$ cat src/rtl/avalon_mem_if_burst_split_pkg.sv
// avalon_mem_if_burst_split_pkg: FSM state type and burst-size helper for the burst splitter
package avalon_mem_if_burst_split_pkg;
  typedef enum logic [1:0] {IDLE, RD_SPLIT, WR_BURST} state_t;
  function automatic logic [31:0] burst_min(input logic [31:0] a, input logic [31:0] b);
    return (a < b) ? a : b;
  endfunction
endpackage

$ cat src/rtl/avalon_mem_if_burst_split_rd_gen.sv
// avalon_mem_if_burst_split_rd_gen: next address and remaining beats for split read sub-requests
module avalon_mem_if_burst_split_rd_gen
  import avalon_mem_if_burst_split_pkg::*;
#(
  parameter int ADDR_WIDTH = 10,
  parameter int BURST_CNT_WIDTH = 4,
  parameter int MAX_BURST = 4
) (
  input  logic                       clk,
  input  logic                       reset_n,
  input  logic                       start,
  input  logic                       step,
  input  logic [ADDR_WIDTH-1:0]      s0_address,
  input  logic [BURST_CNT_WIDTH-1:0] s0_burstcount,
  output logic [ADDR_WIDTH-1:0]      rd_address,
  output logic [BURST_CNT_WIDTH-1:0] rd_burstcount,
  output logic                       rd_last
);
  localparam logic [ADDR_WIDTH-1:0] max_a = ADDR_WIDTH'(MAX_BURST);
  localparam logic [BURST_CNT_WIDTH-1:0] max_b = BURST_CNT_WIDTH'(MAX_BURST);
  logic [BURST_CNT_WIDTH-1:0] remaining;
  always_ff @(posedge clk or negedge reset_n) begin
    if (!reset_n) begin
      rd_address <= '0;
      remaining <= '0;
    end else if (start) begin
      rd_address <= s0_address + max_a;
      remaining <= s0_burstcount - max_b;
    end else if (step) begin
      rd_address <= rd_address + max_a;
      remaining <= remaining - rd_burstcount;
    end
  end
  assign rd_burstcount = BURST_CNT_WIDTH'(burst_min(32'(remaining), MAX_BURST));
  assign rd_last = remaining <= max_b;
endmodule

$ cat src/rtl/avalon_mem_if_burst_split.sv
// avalon_mem_if_burst_split: splits s0 bursts into m0 bursts of at most MAX_BURST; AVALON_MEM_IF_BURST_SPLIT_STATS_EN adds split_count
module avalon_mem_if_burst_split
  import avalon_mem_if_burst_split_pkg::*;
#(
  parameter int DATA_WIDTH = 32,
  parameter int ADDR_WIDTH = 10,
  parameter int BURST_CNT_WIDTH = 4,
  parameter int MAX_BURST = 4
) (
  input  logic                       clk,
  input  logic                       reset_n,
  input  logic                       s0_read,
  input  logic                       s0_write,
  input  logic [ADDR_WIDTH-1:0]      s0_address,
  input  logic [BURST_CNT_WIDTH-1:0] s0_burstcount,
  input  logic [DATA_WIDTH-1:0]      s0_writedata,
  input  logic [DATA_WIDTH/8-1:0]    s0_byteenable,
  output logic                       s0_waitrequest,
  output logic [DATA_WIDTH-1:0]      s0_readdata,
  output logic                       s0_readdatavalid,
  output logic                       m0_read,
  output logic                       m0_write,
  output logic [ADDR_WIDTH-1:0]      m0_address,
  output logic [BURST_CNT_WIDTH-1:0] m0_burstcount,
  output logic [DATA_WIDTH-1:0]      m0_writedata,
  output logic [DATA_WIDTH/8-1:0]    m0_byteenable,
  input  logic                       m0_waitrequest,
  input  logic [DATA_WIDTH-1:0]      m0_readdata,
  input  logic                       m0_readdatavalid
`ifdef AVALON_MEM_IF_BURST_SPLIT_STATS_EN
  , output logic [31:0]              split_count
`endif
);
  localparam logic [BURST_CNT_WIDTH-1:0] max_b = BURST_CNT_WIDTH'(MAX_BURST);
  localparam logic [BURST_CNT_WIDTH-1:0] one_b = BURST_CNT_WIDTH'(1);
  state_t state, state_nx;
  logic big_rd, rd_start, rd_step, wr_start, wr_step, rd_last;
  logic [ADDR_WIDTH-1:0] rd_address, wr_base;
  logic [BURST_CNT_WIDTH-1:0] rd_burstcount, wr_done, wr_left;
  assign big_rd = s0_read && s0_burstcount > max_b;
  assign s0_readdata = m0_readdata;
  assign s0_readdatavalid = m0_readdatavalid;
  assign m0_writedata = s0_writedata;
  assign m0_byteenable = s0_byteenable;
  avalon_mem_if_burst_split_rd_gen #(
    .ADDR_WIDTH(ADDR_WIDTH),
    .BURST_CNT_WIDTH(BURST_CNT_WIDTH),
    .MAX_BURST(MAX_BURST)
  ) u_rd_gen (
    .clk(clk),
    .reset_n(reset_n),
    .start(rd_start),
    .step(rd_step),
    .s0_address(s0_address),
    .s0_burstcount(s0_burstcount),
    .rd_address(rd_address),
    .rd_burstcount(rd_burstcount),
    .rd_last(rd_last)
  );
  always_comb begin
    state_nx = state;
    m0_read = 1'b0;
    m0_write = 1'b0;
    m0_address = s0_address;
    m0_burstcount = BURST_CNT_WIDTH'(burst_min(32'(s0_burstcount), MAX_BURST));
    s0_waitrequest = m0_waitrequest;
    rd_start = 1'b0;
    rd_step = 1'b0;
    wr_start = 1'b0;
    wr_step = 1'b0;
    case (state)
      RD_SPLIT: begin
        m0_read = 1'b1;
        m0_address = rd_address;
        m0_burstcount = rd_burstcount;
        s0_waitrequest = m0_waitrequest || !rd_last;
        rd_step = !m0_waitrequest;
        state_nx = (rd_step && rd_last) ? IDLE : RD_SPLIT;
      end
      WR_BURST: begin
        m0_write = s0_write;
        m0_address = wr_base + ADDR_WIDTH'(wr_done);
        m0_burstcount = BURST_CNT_WIDTH'(burst_min(32'(wr_left), MAX_BURST));
        wr_step = s0_write && !m0_waitrequest;
        state_nx = (wr_step && wr_left == one_b) ? IDLE : WR_BURST;
      end
      default: begin
        m0_read = s0_read;
        m0_write = s0_write;
        s0_waitrequest = big_rd || m0_waitrequest;
        rd_start = big_rd && !m0_waitrequest;
        wr_start = s0_write && !m0_waitrequest && s0_burstcount > one_b;
        state_nx = rd_start ? RD_SPLIT : wr_start ? WR_BURST : IDLE;
      end
    endcase
    if (!reset_n) begin
      m0_read = 1'b0;
      m0_write = 1'b0;
      s0_waitrequest = 1'b1;
    end
  end
  always_ff @(posedge clk or negedge reset_n) begin
    if (!reset_n) begin
      state <= IDLE;
      wr_base <= '0;
      wr_done <= '0;
      wr_left <= '0;
    end else begin
      state <= state_nx;
      if (wr_start) begin
        wr_base <= s0_address;
        wr_done <= one_b;
        wr_left <= s0_burstcount - one_b;
      end else if (wr_step) begin
        wr_done <= wr_done + one_b;
        wr_left <= wr_left - one_b;
      end
    end
  end
`ifdef AVALON_MEM_IF_BURST_SPLIT_STATS_EN
  always_ff @(posedge clk or negedge reset_n) begin
    if (!reset_n) split_count <= '0;
    else if ((rd_start || (wr_start && s0_burstcount > max_b)) && split_count != '1) split_count <= split_count + 32'd1;
  end
`endif
  assert property (@(posedge clk) disable iff (!reset_n) !(s0_read && s0_write));
  assert property (@(posedge clk) disable iff (!reset_n) (state == IDLE && (s0_read || s0_write)) |-> s0_burstcount != '0);
  assert property (@(posedge clk) disable iff (!reset_n) state == WR_BURST |-> !s0_read);
endmodule

$ cat config.mk
export PLATFORM = sky130hd
export DESIGN_NAME = avalon_mem_if_burst_split
export DESIGN_NICKNAME = d
export VERILOG_FILES = /design/src/rtl/avalon_mem_if_burst_split_pkg.sv /design/src/rtl/avalon_mem_if_burst_split_rd_gen.sv /design/src/rtl/avalon_mem_if_burst_split.sv
export SDC_FILE = /design/constraint.sdc
export NUM_CORES = 1
export LEC_CHECK = 0
export ABC_AREA = 0
export CORE_UTILIZATION = 42
export DETAILED_ROUTE_END_ITERATION = 12
export PLACE_DENSITY = 0.9
export SYNTH_ARGS = -nofsm -noshare
export SYNTH_HDL_FRONTEND = slang
export SYNTH_SLANG_ARGS = --single-unit
$ cat constraint.sdc
create_clock -name clk -period 5.6 [get_ports clk]
set_input_delay 1.12 -clock clk [delete_from_list [all_inputs] [get_ports clk]]
set_output_delay 1.12 -clock clk [all_outputs]
set_load 0.005 [all_outputs]
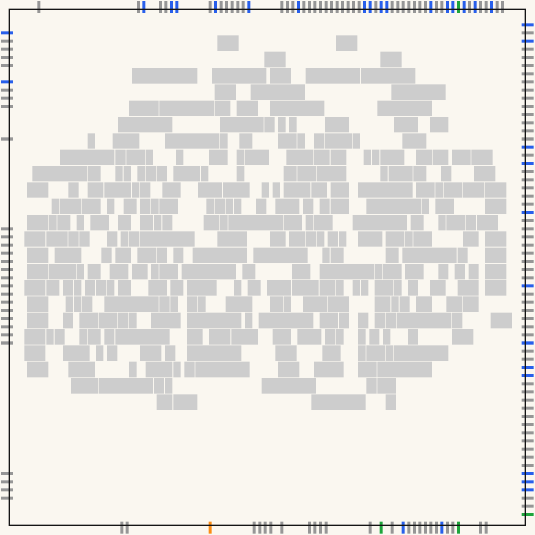
**Above:** run 1 (I/O pins on the die edge).
(6 px per micron) Pins as bars across the die edge, other pins in gray.
Key: `s0_readdata` = blue [pins 32, direction output, edge 16 top, 12 right, 2 left, 2 bottom]; `m0_waitrequest` = orange [pins 1, direction input, edge bottom]; `m0_byteenable` = green [pins 4, direction output, edge 2 bottom, 1 top, 1 right]
horizontal die dimension: 85.8 microns
height of the die: 85.8 microns
tally of buffers added on design ports: 35

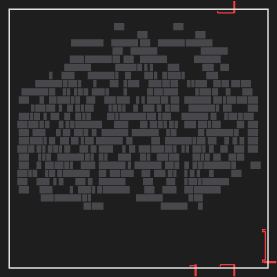
**Above:** run 1 (nets reached from selected ports).
(3 px per micron)
Key: `m0_byteenable` = red [bits 4, direction output, edge 2 bottom, 1 top, 1 right, end cells 0, wire 28.9 microns]

==> COMMIT_EDITMSG, run 1 <==
Add synthesis and place-and-route results

- Met2 layer usage reported by global route: between 30% and 40%
* Number of primary I/O pins: around 170
- On met1, the global router reports a usage of 21.5%.
- Recorded from the global router log, the overflow total was 0.
- Grouping non-sequential cells by family puts the most area in buffers and inverters.
- The flow ran to the end, and the final reports show no timing, DRC or antenna violations.
- The post-route report lists met1 wire length as 2720 microns.
- Post-Synthesis Cells: 347
- Data on the critical path arrives at its endpoint at 3.12 ns.
* Worst Hold Class: reg -> reg
- FF+latch count, synth: 34
- The launch point of the worst register-to-register path is recorded as state[0]$_DFF_PN0_.
* Leading power group: registers
- Number of nets at the end of the flow: a little over 400
- The number of global-route vias before repair was 2212.
- Standard-cell row count: 30
* Worst setup endpoint: s0_waitrequest
* Buffer share of cell area: 12.4%
- Critical path buffer and inverter count: 3
- STA lists the endpoint of the worst register-to-register path as u_rd_gen.rd_address[8]$_DFFE_PN0P_.
* Final critical-path required period: 4.24 ns
- After detailed placement, the total cell area comes to roughly 2800 sq um.
* Cell type taking the most area: logic gates
- Antenna Diode Count: 0
* Number of sequential cells: 34
- Sum of internal, switching and leakage power: 1020 uW
- Clock network fraction of design power: 22.6%
- Share of post-route cells with drive strength above 1: under 10%
* Worst vdd rail ir drop: 0.134 mV
* Number of buffers inserted during clock tree synthesis: 5
- The initial antenna violation count is 0.
- Critical-path cell list: clkdlybuf4s50_1 > inv_1 > ha_1 > nor2b_1 > o21ai_1 > nor2_1 > a21oi_1 > o21ai_0 > clkdlybuf4s50_1
- Per the layout area report, the combinational gate area comes to 1440 sq um.
- According to the cell report, the number of logic gates is 214.
- Entering global routing, the biggest net connects 28 pins.
* Clock Root Buffer: sky130_fd_sc_hd__clkbuf_8
- After layout, the inverter instance count without clock inverters stands at 15.
- The layout has 6 clock buffers.
- Net switching is 35.2% of the power.
- Slowest stage cell on the critical path: sky130_fd_sc_hd__clkdlybuf4s50_1
* WL per Instance: approximately 16 microns
- Across the routed clock network, the largest skew measured is 0.00718 ns.
* Sequential fraction of design power: 40.8%
* Post-Synth Simple-Gate Area: between 10% and 20%
- For this run, the chip area from Yosys synthesis comes to 2950 sq um.
- Final Routed Wirelength: between 6000 and 7000 microns
* Fraction of standard cell area in multi-input logic: 48.9%
- Measured on the finished design, the core utilization comes to a little over two fifths.
- Number of tap cells added at floorplan: 96
- Commonest flop: sky130_fd_sc_hd__dfrtp_1
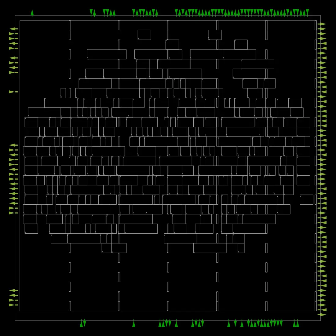
**Above:** run 1 (cell placement).
Core Area: 6790 sq um
fraction of area in registers: 28.9%
fill cell count: 665

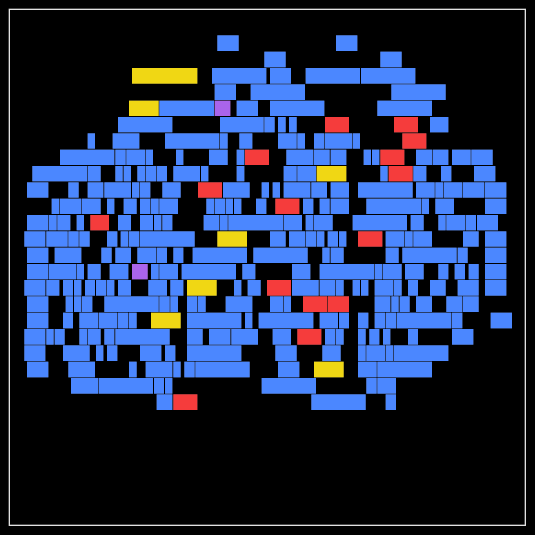
**Above:** run 1 (drive-strength map).
(6 px per micron)
Key: _3 and _4 cells = purple [cells 2, share 0.65%]; _6 and larger = yellow [cells 7, share 2.3%]; _0 and _1 cells = blue [cells 283, share 92%]; _2 cells = red [cells 15, share 4.9%]
Post-Layout Inst Area: 2950 sq um
bufs w/o clock: 37
smallest setup slack after layout: 1.36 ns
Layout area overhead: 0.0426%

==> run 1: kinds of logic after synthesis <==
logic type	count (synthesis)
compound gates	66
flops	34
simple gates	88
xor+xnor	27
other cells	1
mux	15
buf+inv	99
fa+ha+maj	17
==> run 1: placed cells by master (no fill, tap or decap), drive strengths merged, types with 3 or more instances in the layout <==
cell	count
nand2	36
clkdlybuf4s50	35
dfrtp	34
o21ai	29
xnor2	17
nor2	16
ha	16
inv	15
a21oi	13
mux2	13
xor2	10
a22oi	8
nor2b	8
nand3	6
nor3	6
clkbuf	6
nand2b	3
nand4	3
==> run 1: sequential cells by signal, summed over array words and instances (netlist names) <==
| name | cells |
|---|---|
| wr_left | 4 |
| wr_base | 10 |
| u_rd_gen.remaining | 4 |
| u_rd_gen.rd_address | 10 |
| wr_done | 4 |
| state | 2 |
**Run 1: gate families picked out**

(6 px per micron)
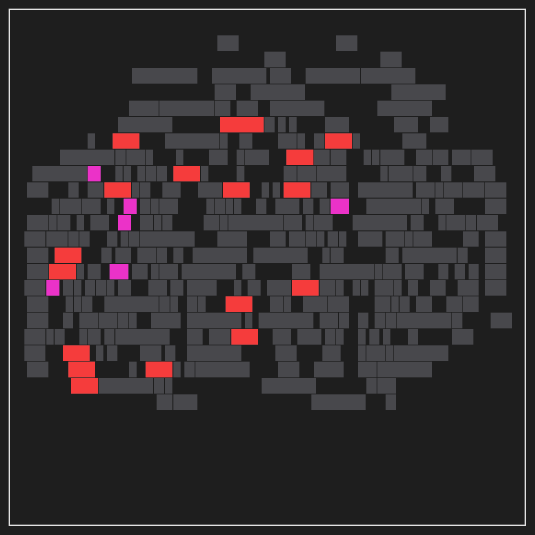

--- run 2 (diff from run 1) ---
Settings changed: CORE_UTILIZATION 42 to 39, PLACE_DENSITY 0.9 to 0.85.
Clock period 5.6 ns to 4.4 ns, I/O delays scaled along.
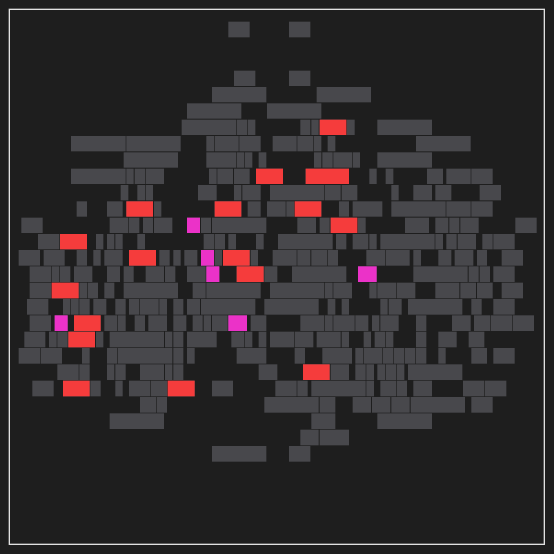
**Above:** run 2 (gate families picked out).
(6 px per micron)
Key: adder and majority cells = red [cells 17]; AND and OR gates = magenta [cells 6]

==> run 2 against run 1 <==
Net effect:
- synthesized cell count did not move
- critical path depth unchanged
- hold slack gained 0.0063 ns
- final cell count rose by 0.99%
- utilization decreased by 3.2 points
- setup slack worse by 0.72 ns
- global-route usage shrank 1.4 points
- critical path type unchanged
- critical endpoint unchanged
==> COMMIT_EDITMSG, run 2 <==
Add synthesis and place-and-route results

- Worst EP arrival: 2.88 ns (was 3.12 ns)
- Chip Area: 7910 sq um (was 7350 sq um)
* Vias per inst: 5.31 (was 5.53)
- Number of buffers inserted during clock tree synthesis: 5 (unchanged)
* Bufs w/o clock: 37 (unchanged)
- Smallest setup slack after layout: 0.645 ns (was 1.36 ns)
* Sequential fraction of design power: 42.4% (was 40.8%)
- Post-Synthesis Cells: 347 (unchanged)
- The area of all placed cells without fillers came to 2930 sq um (was 2950 sq um).
- The instance area at placement came to 2840 sq um (about the same).
- Layout area overhead: -0.552% (was 0.0426%)
* Wire length of the first global-routing pass: 10100 microns (was 10500 microns)
- The share of cell area taken by flip-flops and latches is 29.0% (was 28.9%).
- The utilization of the core after routing came to 40.2% (was 43.4%).
- Share of post-route cells with drive strength above 1: 7.79% (was 7.82%)
- The sequential element share of the synthesized area is 28.9% (unchanged).
- Number of tap cells added at floorplan: 99 (was 96)
- Critical path buffer and inverter count: 3 (unchanged)
- Fraction of standard cell area in multi-input logic: 49.2% (was 48.9%)
- The number of global-route vias before repair came to 2144 (was 2212).
* Cell type taking the most area: logic gates (unchanged)
- The mean routed wirelength per cell came to 16.1 microns (about the same).
- Dominant logic cell type in the layout: sky130_fd_sc_hd__nand2_1 (unchanged)
- Clock network fraction of design power: 19.6% (was 22.6%)
- The flip-flop cell with the highest count after synthesis was sky130_fd_sc_hd__dfrtp_1 (unchanged).
- Tally of buffers added on design ports: 35 (unchanged)
* Main logic family after synthesis: buffers and inverters (unchanged)
* Core Area: 7290 sq um (was 6790 sq um)
- Height of the die: 88.9 microns (was 85.8 microns)
- AO/OA Area Share: 13.5% (unchanged)
- Chip area in the Yosys report: 2950 sq um (unchanged)
* Slowest stage cell on the critical path: sky130_fd_sc_hd__clkdlybuf4s50_1 (unchanged)
- The power density normalized to cell area came to 423 nW/um^2 (was 346 nW/um^2).
- The end of the worst register-to-register path is u_rd_gen.rd_address[8]$_DFFE_PN0P_ (unchanged).
- Number of antenna violations at the first check in global routing: 0 (unchanged)
- Number of nets at the end of the flow: 412 (unchanged)
- The largest power group is registers (unchanged).
* Sum of internal, switching and leakage power: 1240 uW (was 1020 uW)
* Crit Reg-Reg Startpoint: state[1]$_DFF_PN0_ (was state[0]$_DFF_PN0_)
- The clock skew was 0.00559 ns (was 0.00718 ns).
- The number of non-clock inverters came to 15 (unchanged).
- The peak ir drop on the vdd network is 0.205 mV (was 0.134 mV).
* Net switching share of the total power: 36.7% (was 35.2%)
- Combined area of the multi-input logic cells: 1440 sq um (unchanged)
- The count of yosys warnings during synthesis was 0 (unchanged).
- The filler cell count in the final layout is 745 (was 665).
- Global route total overflow: 0 (unchanged)
- Final Max-Slew Violation Tally: 0 (unchanged)
- Clock Root Buffer: sky130_fd_sc_hd__clkbuf_8 (unchanged)
* Horizontal die dimension: 88.9 microns (was 85.8 microns)
- GRT met1 Usage: 19.5% (was 21.5%)
- Number of primary I/O pins: 174 (unchanged)
- Status: complete, no violations (unchanged).
* Critical-path cell list: clkdlybuf4s50_1 > inv_1 > ha_1 > nor2b_1 > o21ai_1 > nor2_1 > a21oi_1 > o21ai_0 > clkdlybuf4s50_1 (unchanged)
- The smallest clock period supported by the final layout is computed as 3.76 ns.
- The simple logic cell fraction of the synthesized area is 14.2% (unchanged).
- Registers with the most flip-flops: u_rd_gen.rd_address (10), wr_base (10) (unchanged)
- Standard-cell row count: 31 (was 30)
- Antenna Diode Count: 0 (unchanged)
run 2: cell counts after synthesis:
Identical to the previous run, type by type.
run 2: how the worst max path moves through the flow:
stage | startpoint | to | cells past startpoint
6_report | s0_burstcount[0] | s0_waitrequest | 9
5_1_grt | s0_burstcount[0] | s0_waitrequest | 9
3_5_place_dp | s0_burstcount[0] | u_rd_gen.rd_address[8]$_DFFE_PN0P_ | 12
4_1_cts | s0_burstcount[0] | s0_waitrequest | 9
2_1_floorplan | s0_burstcount[3] | u_rd_gen.rd_address[8]$_DFFE_PN0P_ | 12
3_3_place_gp | s0_burstcount[0] | u_rd_gen.rd_address[8]$_DFFE_PN0P_ | 12
Power and IR drop assume default switching activity.
